==> config.mk <==
export PLATFORM = sky130hd
export DESIGN_NAME = draw_generator_flat
export DESIGN_NICKNAME = d
export VERILOG_FILES = /design/src/rtl/draw_generator_if.sv /design/src/rtl/draw_generator.sv /design/src/flat_wrapper.sv
export SDC_FILE = /design/constraint.sdc
export NUM_CORES = 1
export LEC_CHECK = 0
export CAP_MARGIN = 30
export CORE_ASPECT_RATIO = 0.7
export CORE_MARGIN = 2
export CORE_UTILIZATION = 54
export CTS_CLUSTER_SIZE = 8
export DETAILED_ROUTE_END_ITERATION = 16
export GPL_ROUTABILITY_DRIVEN = 0
export PLACE_DENSITY_LB_ADDON = 0.3
export SLEW_MARGIN = 20
export SYNTH_ARGS = -nofsm -noshare
export SYNTH_HDL_FRONTEND = slang
export SYNTH_SLANG_ARGS = --single-unit
==> constraint.sdc <==
create_clock -name clk -period 3.2 [get_ports clk]
set_input_delay 0.64 -clock clk [delete_from_list [all_inputs] [get_ports clk]]
set_output_delay 0.64 -clock clk [all_outputs]
set_load 0.01 [all_outputs]
Fig. 1: run 1, local utilization
(4 px per µm) The die is cut into 8 by 6 equal tiles; dark purple is low, yellow is high, 0 to 100% covered.
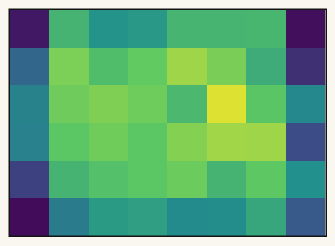
- densest ninth of the die: center
- fullest tile: 95%
- tiles over 75% full: 27%
core area: 0.00385 mm²
initial core utilization: 0.550

Fig. 2: run 1, gate-type map
(6 px per µm)
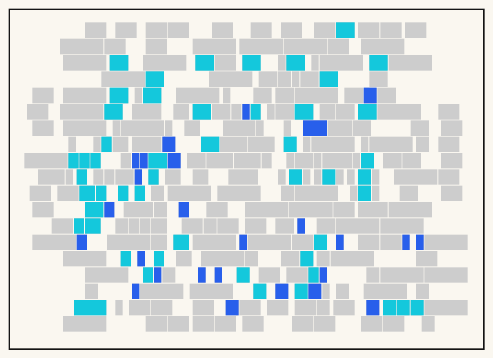
- cyan: inverting AOI/OAI gates (cells 50)
- blue: NOR gates (cells 26; most used nor2_1)
fraction of area in multi-input gates: 0.415
non-filler cells, final: 323
most frequent logic cell in the layout: dfxtp_1

Fig. 3: run 1, clock wiring as the flow saved it
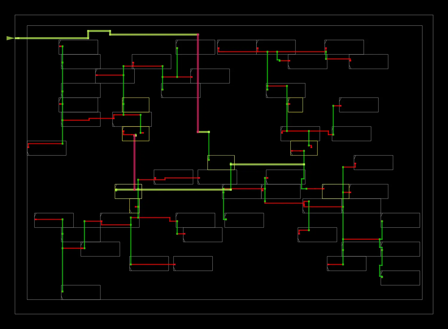
Layout Skew: 0.00195 ns
clk_lat worst skew: 0.29 ns
Clk. pwr: 360 µW
Seq Cell Count: 46
Num CTS Buffers: 5

==> GITHUB_STEP_SUMMARY, run 1 <==
## Synthesis and layout report

| Metric | Value |
|---|---|
| Outcome | `completed` |
| Final HPWL DP | `~3600 µm` |
| Top cells by count | `dfxtp_1, nand2_1, nor2_1` |
| Gr ovfl total | `0` |
| DP Cell Count | `315` |
| Antenna violation net count after detailed routing | `0` |
| Slew Viols, Final | `0` |
| Area-dominant class | `multi-input combinational cells` |
| Vias in the first global route | `~1700` |
| Ys Warns | `0` |
| Top cell type by instance count after synthesis | `dfxtp_1` |
| Max Clock Freq | `about 440 MHz` |
| Net switching power | `between 200 and 300 µW` |
| Tap cell count | `~52` |
| Sw frac | `0.258` |
| Crit. path cell count | `6` |
| Cell Area, Synth | `approximately 0.0021 mm²` |
| Via density | `~5.7` |
| Io pins | `around 46` |
| Grt peak-use layer | `met1` |
| Clock group share of total power | `0.316` |
| ClkCell Share | `0.0355` |
| Comb. pwr | `between 150 and 200 µW` |
| Row count | `19` |
| Final Setup Violations | `0` |
| Met2 Resource Use GR | `0.316` |
| Sequential fraction of the synthesis area | `0.435` |
| Async S/R FF share, synth | `0` |
| Repair and plain buffers | `between 40 and 50` |
| CP cell instances | `xor2_1 > nor4_1 > a21o_4 > nor2_2 > or4_1 > nand3_1` |
| CTS tree | `built` |
| Routed length on met1 | `between 2000 and 2500 µm` |
| Library cells used by synthesis | `approximately 42` |
| Setup crit start kind | `flop` |
| Drt drc | `0` |
| Area share, top type | `0.435` |
| Post-synthesis adder-cell area fraction | `0.0295` |
| Most frequent logic cells in the routed design | `dfxtp_1, clkdlybuf4s50_1, nand2_1` |
| Layout net count | `about 300` |
| Worst Hold Path Cells | `2` |
| Wire length after detailed routing | `approximately 4800 µm` |
| Overall power | `approximately 1100 µW` |
| Final Util | `0.695` |
| Worst hold slack | `between 0.4 and 0.5 ns` |
| CP top delay family | `simple AND/OR/NAND/NOR gates` |
| Die Area | `roughly 0.0044 mm²` |
| Final setup margin | `between 0.9 and 1 ns` |
| Setup CP Type | `flop to flop` |
| Antenna Cells | `0` |
| Initial DRC count | `roughly 96` |
| Largest net degree at the start of global routing | `25` |
| Cells on worst reg2reg path | `6` |
| GRT Total Usage | `0.232` |
| Clock buffer cells | `6` |
| Leakage | `just under 0.001 µW` |
| Routed wl met2 | `just over 2000 µm` |
| Slew @ Worst Pin | `about 0.63 ns` |
| Postcts setup bufs | `0` |
| Worst vdd ir | `248 µV` |
| Arr. time, crit path | `between 2 and 3 ns` |
| Tally of filler cells in the layout | `roughly 320` |
| Comb gates | `between 150 and 200` |
| Worst Hold Class | `flop to flop` |
| CP endpoint kind | `flop` |
| Internal | `approximately 840 µW` |
| Hold buffer count at CTS | `0` |
| Initial antenna violation count | `0` |
| Slowest stage delay, CP | `0.64 ns` |
| Routed wl met3 | `roughly 270 µm` |
| Die Y-Extent | `about 56 µm` |
| Seq pwr | `616 µW` |
| Main area contributors | `dfxtp_1, o2bb2ai_1, xnor2_1` |
| Area reported by Yosys stat | `0.00212 mm²` |
| Non-Clock Buffer Area Fraction | `0.177` |
| Multiplexer share of the synthesized area | `0.0331` |
| Clk buf depth | `2` |
| Placement Setup Slack | `~0.66 ns` |
| Port bufs | `45` |
| Mapped Cells | `roughly 230` |
| Cell with the largest stage delay on the worst path | `dfxtp_1` |
| Max FFs per register | `16` |
| Dominant comb cell | `AND-OR/OR-AND gates` |
| Crit path max fanout | `12` |
| Synth Flop Type | `dfxtp_1` |
## Run 2: what changed since run 1
--- a/config.mk
+++ b/config.mk
@@ -8,7 +8,7 @@
 export CAP_MARGIN = 30
 export CORE_ASPECT_RATIO = 0.7
 export CORE_MARGIN = 2
-export CORE_UTILIZATION = 54
+export CORE_UTILIZATION = 50
 export CTS_CLUSTER_SIZE = 8
 export DETAILED_ROUTE_END_ITERATION = 16
 export GPL_ROUTABILITY_DRIVEN = 0
==> constraint.sdc (replaced) <==
create_clock -name clk -period 2.1 [get_ports clk]
set_input_delay 0.42 -clock clk [delete_from_list [all_inputs] [get_ports clk]]
set_output_delay 0.42 -clock clk [all_outputs]
set_load 0.01 [all_outputs]
Fig. 4: run 2, local utilization
(3 px per µm) The die is cut into 8 by 6 equal tiles; dark purple is low, yellow is high, 0 to 100% covered.
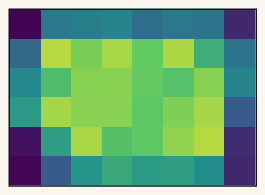
- mean over tiles: 57%
- nearly empty tiles: 4.2%
- emptiest ninth of the die: lower left
- tiles over 75% full: 35%
- fullest tile: 89%
core area: 0.00399 mm²
Final Util: 0.695

Fig. 5: run 2, gate-type map
(6 px per µm)
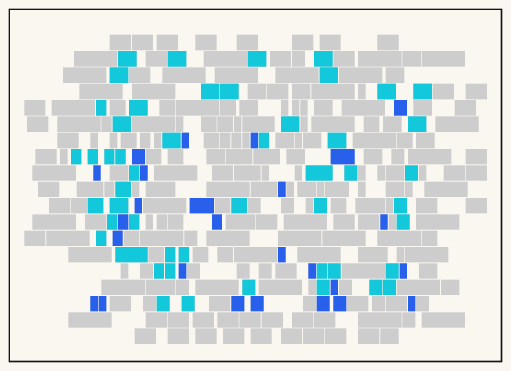
- blue: NOR gates (cells 26; most used nor2_1)
- cyan: inverting AOI/OAI gates (cells 50; most used o2bb2ai_1)
fraction of area in multi-input gates: 0.404
non-filler cells, final: 335

==> GITHUB_STEP_SUMMARY, run 2 <==
## Synthesis and layout report

| Metric | Value |
|---|---|
| Routed wl met2 | `2180 µm (was 2030 µm)` |
| Comb. pwr | `288 µW (was 163 µW)` |
| Outcome | `completed (unchanged)` |
| Non-Clock Buffer Area Fraction | `0.210 (was 0.177)` |
| Initial DRC count | `146 (was 96)` |
| Postcts setup bufs | `0 (unchanged)` |
| Largest net degree at the start of global routing | `25 (unchanged)` |
| GRT Total Usage | `0.227 (was 0.232)` |
| Synth Flop Type | `dfxtp_1 (unchanged)` |
| Via density | `5.66 (was 5.65)` |
| Initial antenna violation count | `0 (unchanged)` |
| Antenna violation net count after detailed routing | `0 (unchanged)` |
| Met2 Resource Use GR | `0.317 (was 0.316)` |
| Max Clock Freq | `510 MHz (was 439 MHz)` |
| Setup crit start kind | `flop (unchanged)` |
| Net switching power | `439 µW (was 294 µW)` |
| Internal | `1280 µW (was 844 µW)` |
| CP endpoint kind | `flop (unchanged)` |
| Port bufs | `45 (unchanged)` |
| Cell Area, Synth | `0.00212 mm² (unchanged)` |
| Library cells used by synthesis | `42 (unchanged)` |
| Final setup margin | `0.140 ns (was 0.924 ns)` |
| Max FFs per register | `16 (unchanged)` |
| Placement Setup Slack | `0.0713 ns (was 0.663 ns)` |
| Area-dominant class | `multi-input combinational cells (unchanged)` |
| Cells on worst reg2reg path | `7 (was 6)` |
| Clk_lat worst skew | `0.29 ns (about the same)` |
| Slowest stage delay, CP | `0.50 ns (was 0.64 ns)` |
| Final HPWL DP | `3810 µm (was 3590 µm)` |
| ClkCell Share | `0.0275 (was 0.0355)` |
| Die Y-Extent | `58.5 µm (was 56.4 µm)` |
| CP top delay family | `simple AND/OR/NAND/NOR gates (unchanged)` |
| Async S/R FF share, synth | `0 (unchanged)` |
| Initial core utilization | `0.530 (was 0.550)` |
| Cell with the largest stage delay on the worst path | `or4_1 (was dfxtp_1)` |
| Final Setup Violations | `0 (unchanged)` |
| Sequential fraction of the synthesis area | `0.435 (unchanged)` |
| CP cell instances | `buf_4 > xnor2_1 > nand4_1 > o22ai_2 > nor2_4 > or4_1 > nand3_1 (was xor2_1 > nor4_1 > a21o_4 > nor2_2 > or4_1 > nand3_1)` |
| Routed length on met1 | `2610 µm (was 2430 µm)` |
| Top cells by count | `dfxtp_1, nand2_1, nor2_1 (unchanged)` |
| Overall power | `1710 µW (was 1140 µW)` |
| Wire length after detailed routing | `5140 µm (was 4770 µm)` |
| Tally of filler cells in the layout | `309 (was 321)` |
| Num CTS Buffers | `5 (unchanged)` |
| CTS tree | `built (unchanged)` |
| Clk buf depth | `2 (unchanged)` |
| Arr. time, crit path | `2.19 ns (was 2.51 ns)` |
| Die Area | `0.00478 mm² (was 0.00445 mm²)` |
| Worst Hold Path Cells | `2 (unchanged)` |
| Slew @ Worst Pin | `0.337 ns (was 0.626 ns)` |
| Crit path max fanout | `12 (unchanged)` |
Power is estimated from default activity; no workload was simulated.
